**src/rtl/bsd_pkg.sv**
```systemverilog
// Shared types for the binary <-> radix-4 binary-signed-digit converters.
package bsd_pkg;

  localparam int unsigned DIGITS_DEFAULT = 12;

  typedef enum logic [1:0] {
    IDLE,
    CONV,
    DONE
  } state_t;

  // Booth window {b[2i+1], b[2i], b[2i-1]}
  typedef logic [2:0] window_t;

  typedef struct packed {
    logic sign;
    logic m1;
    logic m0;
  } digit_t;

endpackage

```
**src/rtl/bsd_digit_enc.sv**
```systemverilog
// Radix-4 Booth recoder: one 3-bit window to a {sign, m1, m0} digit code.
module bsd_digit_enc
  import bsd_pkg::*;
(
  input  window_t window,
  output digit_t  code_c
);

  // Value = -2*w[2] + w[1] + w[0]; zero is always +0
  always_comb begin
    code_c = '0;
    case (window)
      3'b001, 3'b010: code_c.m0 = 1'b1;
      3'b011:         code_c.m1 = 1'b1;
      3'b100: begin
        code_c.sign = 1'b1;
        code_c.m1   = 1'b1;
      end
      3'b101, 3'b110: begin
        code_c.sign = 1'b1;
        code_c.m0   = 1'b1;
      end
      default: code_c = '0;
    endcase
  end

endmodule

```
**src/rtl/bin_2_bsd.sv**
```systemverilog
// Sequential two's-complement to radix-4 BSD encoder, one Booth digit per clock.
module bin_2_bsd
  import bsd_pkg::*;
#(
  parameter int unsigned DIGITS = DIGITS_DEFAULT
) (
  input  logic                  clk,
  input  logic                  rst,
  input  logic                  in_valid,
  output logic                  in_ready,
  input  logic [2*DIGITS-1:0]   bin,
  output logic                  out_valid,
  input  logic                  out_ready,
  output logic [DIGITS-1:0]     bsd_2,
  output logic [DIGITS-1:0]     bsd_1,
  output logic [DIGITS-1:0]     bsd_0
);

  localparam int unsigned W     = 2 * DIGITS;
  localparam int unsigned CNT_W = $clog2(DIGITS);
  localparam logic [CNT_W-1:0] LAST = CNT_W'(DIGITS - 1);

  state_t           state;
  state_t           state_next;
  logic [W:0]       sh;
  logic [CNT_W-1:0] cnt;
  digit_t           code_c;

  bsd_digit_enc u_enc (
    .window (sh[2:0]),
    .code_c (code_c)
  );

  always_ff @(posedge clk) begin
    if (rst) begin
      state <= IDLE;
    end else begin
      state <= state_next;
    end
  end

  always_comb begin
    state_next = state;
    case (state)
      IDLE:    if (in_valid) state_next = CONV;
      CONV:    if (cnt == LAST) state_next = DONE;
      DONE:    if (out_ready) state_next = IDLE;
      default: state_next = IDLE;
    endcase
  end

  // Shift register carries b[-1]=0 in bit 0; window is always sh[2:0]
  always_ff @(posedge clk) begin
    if (rst) begin
      sh        <= '0;
      cnt       <= '0;
      bsd_2     <= '0;
      bsd_1     <= '0;
      bsd_0     <= '0;
      in_ready  <= 1'b1;
      out_valid <= 1'b0;
    end else begin
      in_ready  <= (state_next == IDLE);
      out_valid <= (state_next == DONE);
      case (state)
        IDLE: begin
          if (in_valid) begin
            sh    <= {bin, 1'b0};
            cnt   <= '0;
            bsd_2 <= '0;
            bsd_1 <= '0;
            bsd_0 <= '0;
          end
        end
        CONV: begin
          bsd_2[cnt] <= code_c.sign;
          bsd_1[cnt] <= code_c.m1;
          bsd_0[cnt] <= code_c.m0;
          sh         <= {{2{sh[W]}}, sh[W:2]};
          if (cnt != LAST) cnt <= cnt + CNT_W'(1);
        end
        default: ;
      endcase
    end
  end

endmodule
```
**config.mk**
```make
export PLATFORM = sky130hd
export DESIGN_NAME = bin_2_bsd
export DESIGN_NICKNAME = d
export VERILOG_FILES = /design/src/rtl/bsd_pkg.sv /design/src/rtl/bsd_digit_enc.sv /design/src/rtl/bin_2_bsd.sv
export SDC_FILE = /design/constraint.sdc
export NUM_CORES = 1
export LEC_CHECK = 0
export ABC_AREA = 1
export CORE_MARGIN = 4
export CORE_UTILIZATION = 40
export DETAILED_ROUTE_END_ITERATION = 6
export PLACE_DENSITY = 0.66
export SETUP_SLACK_MARGIN = 0.3
export SLEW_MARGIN = 40
export SYNTH_ARGS = -nofsm -noshare
export SYNTH_HDL_FRONTEND = slang
export SYNTH_HIERARCHICAL = 1
export SYNTH_SLANG_ARGS = --single-unit
export TNS_END_PERCENT = 1
```
**constraint.sdc**
```tcl
create_clock -name clk -period 1.7 [get_ports clk]
set_input_delay 0.17 -clock clk [delete_from_list [all_inputs] [get_ports clk]]
set_output_delay 0.17 -clock clk [all_outputs]
set_load 0.02 [all_outputs]
```
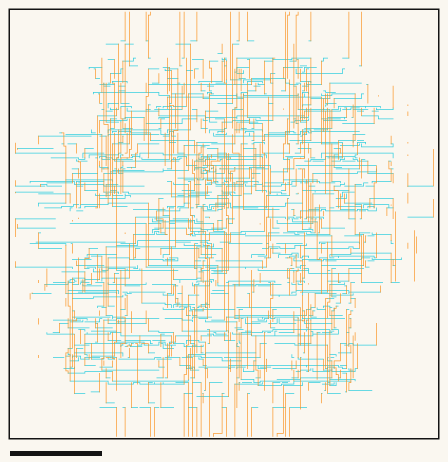
(run_1/metal_stack.png)
Scale bar: 20 µm. Only two layers are drawn.
met2 -> orange  # wire length 3190 µm
met1 -> cyan  # wire length 3440 µm

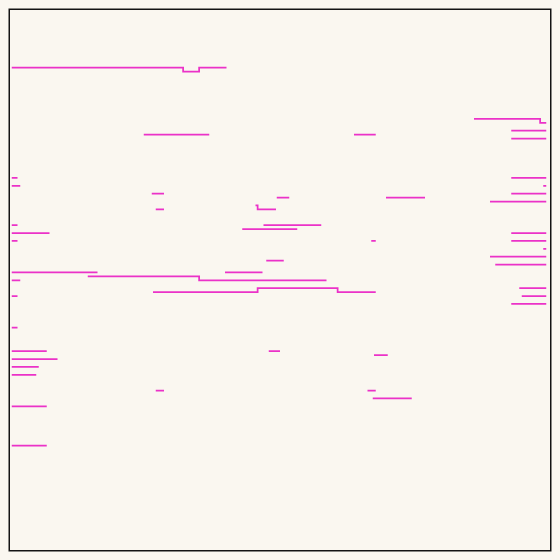
(run_1/met3.png)
longest straight run = 29.4 µm
nets with wire on the layer = 42
wire length on this layer = 338 µm
share of all routed wire = 4.8%

==> flow_summary.toml, run 1 <==
# synthesis and place-and-route metrics
[synthesis]
post_synth.cell_area_avg_um2 = 7.024
post_synth_num_cell_types = 20
most_common_cell = "sky130_fd_sc_hd__nand2_1"
synth_top_area_cells = "sky130_fd_sc_hd__dfxtp_1, sky130_fd_sc_hd__nand2_1, sky130_fd_sc_hd__a21oi_1, sky130_fd_sc_hd__o21ai_0, sky130_fd_sc_hd__inv_1"
yosysCellCount = 414
synth_sequential_area_ratio_pct = 47.50
yosys_warnings = 6
post_synth_xor_xnor_area_pct = 0
yosys.area.top_type_share_pct = 47.50
mappedNetlistArea_mm2 = 0.002908
area_fraction_in_compound_gates_after_synthesis_pct = 19.41
simple_gate_share_pct = 23.06
ys_top_cells_by_count = "sky130_fd_sc_hd__nand2_1, sky130_fd_sc_hd__dfxtp_1, sky130_fd_sc_hd__a21oi_1, sky130_fd_sc_hd__o21ai_0, sky130_fd_sc_hd__inv_1"
ys_async_sr_fraction_pct = 0
synth-adder-area-share_pct = 1.721
synthMuxAreaShare_pct = 0
postSynthCellCount = 414
post_synth_tally_of_flip_flops_with_integrated_enable = 0
yosys.area.top_type = "sky130_fd_sc_hd__dfxtp_1"
floorplan.nets = 446
ys_seq_elements = 69
yosys.stat.chipArea_mm2 = 0.002908
flop_cell = "sky130_fd_sc_hd__dfxtp_1"
ys_top_logic_family = "simple AND/OR/NAND/NOR gates"

[worst_hold_path]
hold_depth = 2
hold_start = "rst"
hold_path.class = "input pin to register"
holdPathEnd = "sh[10]"

[global_routing]
grtUsageMet2_pct = 25.79
grt_start_max_net_pins = 34
grt_remaining_overflow = 0
grt_use_met1_pct = 24.34
number_of_antenna_violations_at_the_first_check_in_global_routing = 0
global_route.peak_usage_layer = "met2"
first_global_vias = 2599
grt.total_usage_pct = 17.51
gr-usage-met3_pct = 3.942
first_pass_grt_wire_length_um = 12160

[cells_and_area]
fillers = 668
regArea_mm2 = 0.001383
postLayoutCoreUtil_pct = 55.71
layout_top_cell_excl_fill_tap = "sky130_fd_sc_hd__nand2_1"
mostFrequentLayoutCells = "sky130_fd_sc_hd__nand2_1, sky130_fd_sc_hd__dfxtp_1, sky130_fd_sc_hd__clkdlybuf4s50_1, sky130_fd_sc_hd__a21oi_1, sky130_fd_sc_hd__o21ai_0"
logic_area_mm2 = 0.001304
diodes = 0
post-route-cell-area_mm2 = 0.003869
fin_cells = 579
number_of_nets_in_the_layout = 510
area_growth_from_synthesis_to_final_layout_pct = 33.05
post_route_cells_drive_above_1_share_pct = 7.867

[setup_path]
cp.required_ns = 1.53
cp_data_arrival_time_ns = 1.30
start_kind = "register"
critPathSlowestCell = "sky130_fd_sc_hd__clkdlybuf4s50_1"
r2r-end = "cnt[3]"
critical_path.endpoint = "bsd_0[8]"
critical_path.max_fanout = 2
critical_path.cell_chain = "clkdlybuf4s50_1"
max_stage_delay_ns = 0.61
start_of_the_worst_register_to_register_path = "cnt[0]"
critPathLaunch = "bsd_0[8]"
cp_top_family = "buffers and inverters"
worst_r2r_path_cells = 6
end_kind = "output pin"
timing.critical_path.buf_inv = 1
timing.critical_path.depth = 1
crit_type = "register to output pin"
ff2ff_setup_slack_ns = 0.23

[placement]
port_buffers = 65
place_worst_setup_slack_ns = 0.2048
post-place-cells = 563
gp_routability_congestion = 0.8969
postPlaceCellArea_mm2 = 0.003657
dp.final_hpwl_um = 4976

[routing]
drt.antenna.violating_nets = 0
vias = 2767
route.met2.wl_um = 3190
dr.first_iter.drc_count = 129
route.layer.met1.wl_um = 3438
dr_pass1_iterations = 5
post_drt_via_cell_ratio = 4.779
remaining_drc_errors = 0
final_routed_wirelength_across_all_metal_layers_um = 7092
wire_per_inst_um = 12.25
route.top_layer_used = "met4"
wl_met3_um = 337

[power_and_ir_drop]
power.net_switching_w = 0.0008984
p_int_w = 0.002514
pwr-share-seq_pct = 50.3
power.combinational.total_w = 0.000406
dominant_power_group = "registers"
powerSeq_w = 0.00171
clock_power_share_pct = 37.8
worst_ir_drop_vdd_mv = 0.4088
power_leakage_nw = 1.542
total_power_w = 0.003412
power-per-cell-area_mw_per_mm2 = 882.1
pwr-share-comb_pct = 11.9
switching_fraction_pct = 26.33
pg_clk_w = 0.00129

[clock_network]
clkTransAtPathRegs_ns = 0.07
ctsHoldBuffers = 0
cts_tree = "done"
postCtsSetupRepairBufs = 0
cts-resized-gates = 1
number_of_buffers_on_the_longest_clock_path = 2
clockRootBuffer = "sky130_fd_sc_hd__clkbuf_8"
htreeDepth = 3

[floorplan]
initCoreUtil_pct = 41.87
chip_width_um = 93.26
core-area_mm2 = 0.006944
die_area_mm2 = 0.008697
fp-row-count = 30
die-height_um = 93.26
top_level_ports = 66

[job]
drv.max_cap_violation_count = 0
openroad.warnings = 31

[timing]
fin_worst_skew_ns = 0.01015
fin_crit_sh_pct = 86.67
rsz_0062_raised_after_global_routing = "true"
final_critical_path_required_period_ns = 1.473
final-setup-viol-count = 0
fin_worst_hold_slack_ns = 0.1307
fmax_ghz = 0.6787
tns_ns = 0
final_hold_viol_count = 0
worst_slew_pin_slew_ns = 0.3952
final_critical_path_setup_slack_ns = 0.2265
drv_slew = 0
timing.max_slew.rel_slack_pct = 73.62

[outcome]
run_status = "finished, final reports clean"
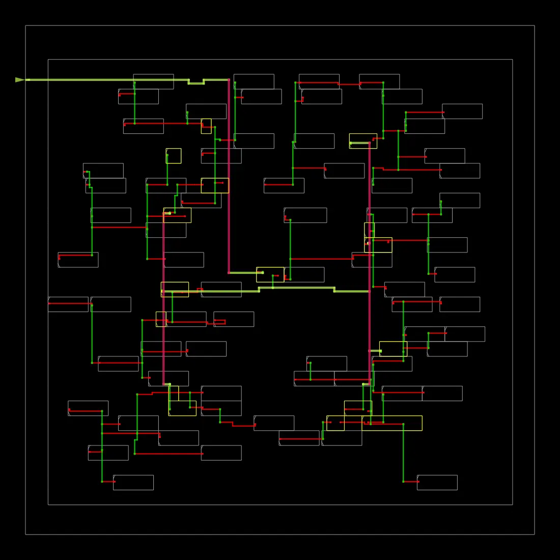
(run_1/final_clocks.png)
TritonCTS Buffers: 9
number of sinks handled by clock tree synthesis: 69
sequential cells: 69
clock buffer count in the final layout: 9
clock latency on the worst-skew pair: 0.34 ns

[run 1: worst reg2reg max path: stages (launching register included)]
cell                      delay (ns)
sky130_fd_sc_hd__dfxtp_1        0.43
sky130_fd_sc_hd__ha_4           0.20
sky130_fd_sc_hd__nand3_1        0.17
sky130_fd_sc_hd__nand2_2        0.14
sky130_fd_sc_hd__nand2_1        0.16
sky130_fd_sc_hd__a21oi_1        0.19
sky130_fd_sc_hd__nor2_1         0.08
[run 1: sequential cells by signal, summed over array words and instances (netlist names)]
signal	count
state	2
bsd_2	12
bsd_1	12
cnt	4
sh	25
bsd_0	12
out_valid	1
in_ready	1
[run 1: layout make-up]
class                   count  area share (%)
flip-flops and latches     69           35.74
multi-input cells         284           33.70
repair buffers             76           18.86
inverters                  38           3.687
clock buffers               9           3.202
well taps                  96           3.105
clock inverters             7           1.714
==> run_1/pdn.png <==
Scale bar: 20 µm. Pins as bars on the die edge.
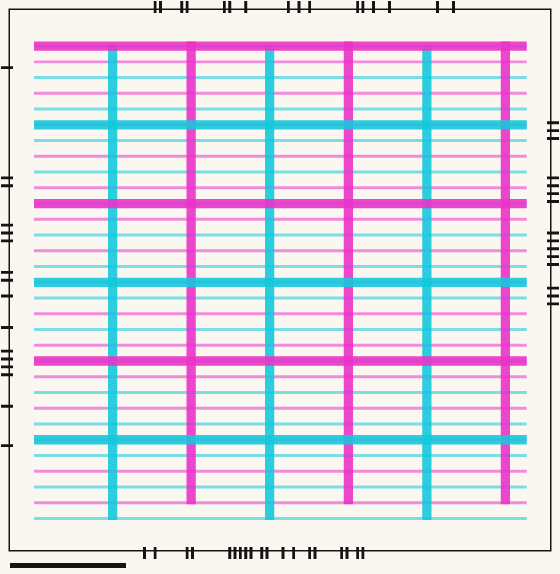

==> run 2, diff against run 1 <==
Settings changed: CTS_CLUSTER_DIAMETER from default to 60, PLACE_DENSITY 0.66 to 0.69.
Clock period 1.7 ns to 1.3 ns, I/O delays scaled along.
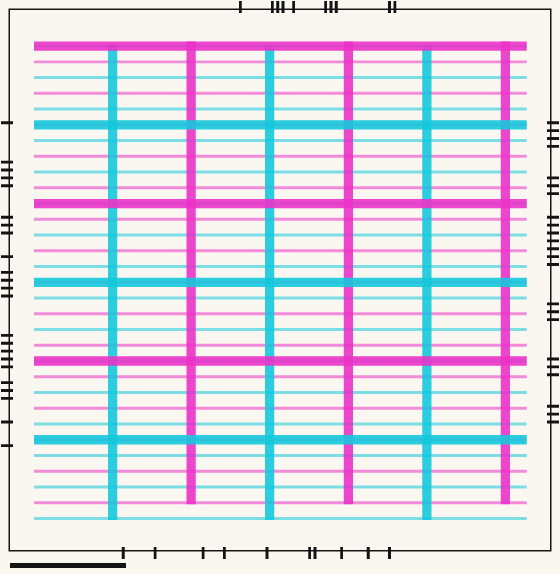
(run_2/pdn.png)
Scale bar: 20 µm. Pins as bars on the die edge.
VSS -> cyan
VDD -> magenta
met5 straps = 6
met1 rails = 31
die height: 93.26 µm
area inside the core boundary: 0.006944 mm²
Chip Width: 93.26 µm
Worst IR Drop VDD: 0.6154 mV

==> run 2 against run 1 <==
Final area increased by 11%. Flip-flop count stayed put. Total power up 38%. Cell count grew 1.0%. Clock-buffer cell count up 2. Sequential share of layout area fell by 3.0 points. Register-to-register slack lost 0.15 ns. Core utilization grew 5.9 points. Non-clock buffer count grew 6.
==> flow_summary.toml, run 2 <==
# synthesis and place-and-route metrics
[outcome]
run_status = "finished, final reports clean"

[synthesis]
floorplan.nets = 446
ys_async_sr_fraction_pct = 0
synth_top_area_cells = "sky130_fd_sc_hd__dfxtp_1, sky130_fd_sc_hd__nand2_1, sky130_fd_sc_hd__a21oi_1, sky130_fd_sc_hd__o21ai_0, sky130_fd_sc_hd__inv_1"
post_synth_xor_xnor_area_pct = 0
yosysCellCount = 414
mappedNetlistArea_mm2 = 0.002908
flop_cell = "sky130_fd_sc_hd__dfxtp_1"
post_synth.cell_area_avg_um2 = 7.024
ys_top_cells_by_count = "sky130_fd_sc_hd__nand2_1, sky130_fd_sc_hd__dfxtp_1, sky130_fd_sc_hd__a21oi_1, sky130_fd_sc_hd__o21ai_0, sky130_fd_sc_hd__inv_1"
synthMuxAreaShare_pct = 0
yosys.stat.chipArea_mm2 = 0.002908
post_synth_tally_of_flip_flops_with_integrated_enable = 0
ys_seq_elements = 69
postSynthCellCount = 414
synth_sequential_area_ratio_pct = 47.50
yosys_warnings = 6
most_common_cell = "sky130_fd_sc_hd__nand2_1"
post_synth_num_cell_types = 20
yosys.area.top_type_share_pct = 47.50
yosys.area.top_type = "sky130_fd_sc_hd__dfxtp_1"
ys_top_logic_family = "simple AND/OR/NAND/NOR gates"
simple_gate_share_pct = 23.06
area_fraction_in_compound_gates_after_synthesis_pct = 19.41
synth-adder-area-share_pct = 1.721

[routing]
drt.antenna.violating_nets = 0
wl_met3_um = 425
vias = 2857
dr_pass1_iterations = 4
route.met2.wl_um = 3562
remaining_drc_errors = 0
post_drt_via_cell_ratio = 4.884
route.layer.met1.wl_um = 3198
final_routed_wirelength_across_all_metal_layers_um = 7286
route.top_layer_used = "met4"
dr.first_iter.drc_count = 66
wire_per_inst_um = 12.45

[global_routing]
global_route.peak_usage_layer = "met2"
grtUsageMet2_pct = 30.55
first_global_vias = 2842
grt_start_max_net_pins = 34
first_pass_grt_wire_length_um = 12720
number_of_antenna_violations_at_the_first_check_in_global_routing = 0
grt.total_usage_pct = 18.05
grt_use_met1_pct = 21.73
grt_remaining_overflow = 0
gr-usage-met3_pct = 4.907

[clock_network]
ctsHoldBuffers = 0
cts-resized-gates = 48
cts_tree = "done"
number_of_buffers_on_the_longest_clock_path = 2
clkTransAtPathRegs_ns = 0.08
worstSkewPairLatency_ns = 0.34
tritoncts_buffers = 9
postCtsSetupRepairBufs = 3
htreeDepth = 3
tritoncts_num_sinks = 69
clockRootBuffer = "sky130_fd_sc_hd__clkbuf_8"

[setup_path]
critical_path.cell_chain = "inv_6 > nor2_4 > buf_12 > nand2_1 > nand2_1 > nand2_1 > a21oi_1"
start_kind = "register"
critical_path.max_fanout = 11
max_stage_delay_ns = 0.41
crit_type = "register to register"
cp_top_family = "flip-flops"
critPathSlowestCell = "sky130_fd_sc_hd__dfxtp_4"
critical_path.most_common_cell = "sky130_fd_sc_hd__nand2_1"
timing.critical_path.buf_inv = 2
cp_data_arrival_time_ns = 1.48
cp.required_ns = 1.56
end_kind = "register"

[cells_and_area]
area_growth_from_synthesis_to_final_layout_pct = 47.25
largest_register_ff_count = 25
logic_area_mm2 = 0.001531
layout_top_cell_excl_fill_tap = "sky130_fd_sc_hd__nand2_1"
clock_cell_area_share_pct = 4.705
clock_buffers = 11
seq_cells = 69
buf_share_pct = 20.34
largest-register = "sh"
regArea_mm2 = 0.001400
diodes = 0
final.signal_inverter_count = 38
postLayoutCoreUtil_pct = 61.66
post_route_cells_drive_above_1_share_pct = 19.02
dominant_cells = "multi-input combinational cells"
num-multi-input-gates = 284
comb_area_share_pct = 35.77
fin_cells = 585
number_of_nets_in_the_layout = 516
mostFrequentLayoutCells = "sky130_fd_sc_hd__nand2_1, sky130_fd_sc_hd__dfxtp_1, sky130_fd_sc_hd__a21oi_1, sky130_fd_sc_hd__dlygate4sd2_1, sky130_fd_sc_hd__inv_1"
fillers = 633
seq-cell-share_pct = 32.70
non_clock_buffer_count_in_the_final_layout = 82

[power_and_ir_drop]
pg_clk_w = 0.00175
power-per-cell-area_mw_per_mm2 = 1097
switching_fraction_pct = 26.50
pwr-share-seq_pct = 47.9
power.net_switching_w = 0.001244
p_int_w = 0.003451
dominant_power_group = "registers"
powerSeq_w = 0.00225
power_leakage_nw = 1.804
pwr-share-comb_pct = 14.9
clock_power_share_pct = 37.2
power.combinational.total_w = 0.000697

[placement]
post-place-cells = 566
gp_routability_congestion = 0.7917
port_buffers = 65
dp.final_hpwl_um = 5124

[timing]
fin_worst_hold_slack_ns = 0.4320
final_hold_viol_count = 0
final_critical_path_required_period_ns = 1.220
tns_ns = 0
fin_worst_skew_ns = 0.01006
drv_slew = 0
final-setup-viol-count = 0
timing.max_slew.rel_slack_pct = 78.49
fin_crit_sh_pct = 93.81
rsz_0062_raised_after_global_routing = "true"
worst_slew_pin_slew_ns = 0.3201
fmax_ghz = 0.8200

[floorplan]
initCoreUtil_pct = 41.87
fp-row-count = 30
top_level_ports = 66
tap_cells = 96
die_area_mm2 = 0.008697

[job]
openroad.warnings = 32
drv.max_cap_violation_count = 0

[worst_hold_path]
hold_path.class = "input pin to register"
run 2: cell counts after synthesis:
No cell type changed its count.
run 2: worst paths after layout:
path	start	endpoint	slack (ns)	cells after the start
setup / recovery	state[0]	bsd_2[5]	0.08	7
hold / removal	bin[23]	sh[24]	0.43	3
setup reg to reg	state[0]	bsd_2[5]	0.08	7
hold reg to reg	sh[24]	sh[24]	0.45	2
run 2: through the flow:
step / instance area (µm²) / setup slack (ns) / total power, W
global route: 4282 / -0.01351 / 0.004918
finish: 4282 / 0.08042 / 0.004695
floorplan: 3070 / 0.2410 / 0.002683
CTS: 4134 / 0.09764 / 0.004677
detailed placement: 3869 / -0.1087 / 0.002915
global placement: 3869 / -0.06623 / 0.002904
==> run 3, diff against run 2 <==
Settings changed: CTS_CLUSTER_SIZE from default to 30.
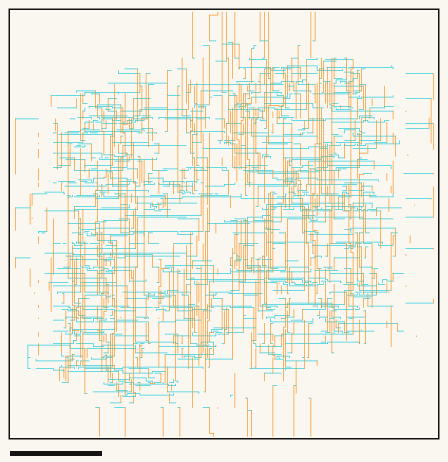
(run_3/metal_stack.png)
Scale bar: 20 µm. Only two layers are drawn.
met1 -> cyan  # wire length 3200 µm
met2 -> orange  # wire length 3560 µm

==> run 3 against run 2 <==
Cell count is the same. Worst hold slack is the same. Largest cell class unchanged. Die area is the same. Non-clock buffer count is the same. Clock power is essentially flat. Sequential share of layout area is the same. Synthesized cell count is the same. Highest routed layer unchanged. Routed wire length is the same. Combinational power is essentially flat. Critical path depth is the same.
==> flow_summary.toml, run 3 <==
# synthesis and place-and-route metrics
[outcome]
run_status = "finished, final reports clean"

[clock_network]
clockRootBuffer = "sky130_fd_sc_hd__clkbuf_8"
cts_tree = "done"
tritoncts_buffers = 9
number_of_buffers_on_the_longest_clock_path = 2
tritoncts_num_sinks = 69
htreeDepth = 3

[worst_hold_path]
hold_path.class = "input pin to register"
holdPathEnd = "sh[24]"
hold_start = "bin[23]"
hold_depth = 3

[cells_and_area]
clock_cell_area_share_pct = 4.705
num-multi-input-gates = 284
final.signal_inverter_count = 38
diodes = 0
logic_area_mm2 = 0.001531
layout_top_cell_excl_fill_tap = "sky130_fd_sc_hd__nand2_1"
largest-register = "sh"
comb_area_share_pct = 35.77
postLayoutCoreUtil_pct = 61.66
area_growth_from_synthesis_to_final_layout_pct = 47.25
fillers = 633
largest_register_ff_count = 25
seq_cells = 69
clock_buffers = 11
non_clock_buffer_count_in_the_final_layout = 82
regArea_mm2 = 0.001400
buf_share_pct = 20.34
mostFrequentLayoutCells = "sky130_fd_sc_hd__nand2_1, sky130_fd_sc_hd__dfxtp_1, sky130_fd_sc_hd__a21oi_1, sky130_fd_sc_hd__dlygate4sd2_1, sky130_fd_sc_hd__inv_1"
seq-cell-share_pct = 32.70
dominant_cells = "multi-input combinational cells"

[timing]
final-setup-viol-count = 0
final_hold_viol_count = 0
fin_crit_sh_pct = 93.81
drv_slew = 0
tns_ns = 0
rsz_0062_raised_after_global_routing = "true"
worst_slew_pin_slew_ns = 0.3201
fin_worst_hold_slack_ns = 0.4320
final_critical_path_required_period_ns = 1.220
fin_worst_skew_ns = 0.01006
timing.max_slew.rel_slack_pct = 78.49

[power_and_ir_drop]
p_int_w = 0.003451
switching_fraction_pct = 26.50
power.combinational.total_w = 0.000697
powerSeq_w = 0.00225
dominant_power_group = "registers"
worst_ir_drop_vdd_mv = 0.6154
pwr-share-seq_pct = 47.9
pwr-share-comb_pct = 14.9
power-per-cell-area_mw_per_mm2 = 1097
pg_clk_w = 0.00175
power.net_switching_w = 0.001244

[synthesis]
mappedNetlistArea_mm2 = 0.002908
yosys.area.top_type_share_pct = 47.50
post_synth_num_cell_types = 20
ys_async_sr_fraction_pct = 0
post_synth.cell_area_avg_um2 = 7.024
yosys.stat.chipArea_mm2 = 0.002908
yosys_warnings = 6
postSynthCellCount = 414
floorplan.nets = 446
yosysCellCount = 414
ys_seq_elements = 69
flop_cell = "sky130_fd_sc_hd__dfxtp_1"
most_common_cell = "sky130_fd_sc_hd__nand2_1"
synth_top_area_cells = "sky130_fd_sc_hd__dfxtp_1, sky130_fd_sc_hd__nand2_1, sky130_fd_sc_hd__a21oi_1, sky130_fd_sc_hd__o21ai_0, sky130_fd_sc_hd__inv_1"
synth_sequential_area_ratio_pct = 47.50

[routing]
route.top_layer_used = "met4"
dr_pass1_iterations = 4
drt.antenna.violating_nets = 0
route.met2.wl_um = 3562
vias = 2857
wl_met3_um = 425
post_drt_via_cell_ratio = 4.884
dr.first_iter.drc_count = 66
remaining_drc_errors = 0
route.layer.met1.wl_um = 3198

[setup_path]
cp_data_arrival_time_ns = 1.48
r2r-end = "bsd_2[5]"
start_of_the_worst_register_to_register_path = "state[0]"
timing.critical_path.depth = 7
max_stage_delay_ns = 0.41
critical_path.endpoint = "bsd_2[5]"
end_kind = "register"
cp_top_family = "flip-flops"
cp.required_ns = 1.56
crit_type = "register to register"
critical_path.max_fanout = 11
ff2ff_setup_slack_ns = 0.08
start_kind = "register"
critical_path.cell_chain = "inv_6 > nor2_4 > buf_12 > nand2_1 > nand2_1 > nand2_1 > a21oi_1"
timing.critical_path.buf_inv = 2
critical_path.most_common_cell = "sky130_fd_sc_hd__nand2_1"
critPathSlowestCell = "sky130_fd_sc_hd__dfxtp_4"
critPathLaunch = "state[0]"

[global_routing]
grt.total_usage_pct = 18.05
grt_start_max_net_pins = 34
grt_remaining_overflow = 0
grt_use_met1_pct = 21.73
first_pass_grt_wire_length_um = 12720
global_route.peak_usage_layer = "met2"
number_of_antenna_violations_at_the_first_check_in_global_routing = 0
first_global_vias = 2842

[placement]
dp.final_hpwl_um = 5124
post-place-cells = 566
port_buffers = 65

[floorplan]
top_level_ports = 66
chip_width_um = 93.26
core-area_mm2 = 0.006944
tap_cells = 96
die_area_mm2 = 0.008697
die-height_um = 93.26

[job]
openroad.warnings = 32
## run 3: cell counts in the layout (fill, tap and decap cells not counted)
No cell type changed its count.
## run 3: cell families after synthesis
family | Yosys count | synth area share (%)
flops | 69 | 47.50
buf+inv | 61 | 8.305
simple gates | 169 | 23.06
compound gates | 111 | 19.41
fa+ha+maj | 4 | 1.721
## run 3: per-stage QoR
step           power [W]  area, µm²  setup WS [ns]
2_1_floorplan   0.002683       3070         0.2410
3_3_place_gp    0.002904       3869       -0.06623
3_5_place_dp    0.002915       3869        -0.1087
4_1_cts         0.004677       4134        0.09764
5_1_grt         0.004918       4282       -0.01351
6_report        0.004695       4282        0.08042
## run 3: repair_timing
item                       in CTS  in global routing
buffers inserted                3                  0
cloned                          0                  0
pin swaps                       6                 15
gates resized                  48                 50
setup endpoints to repair     107                107
hold buffers                    0                  0
Power is estimated from default activity; no workload was simulated.
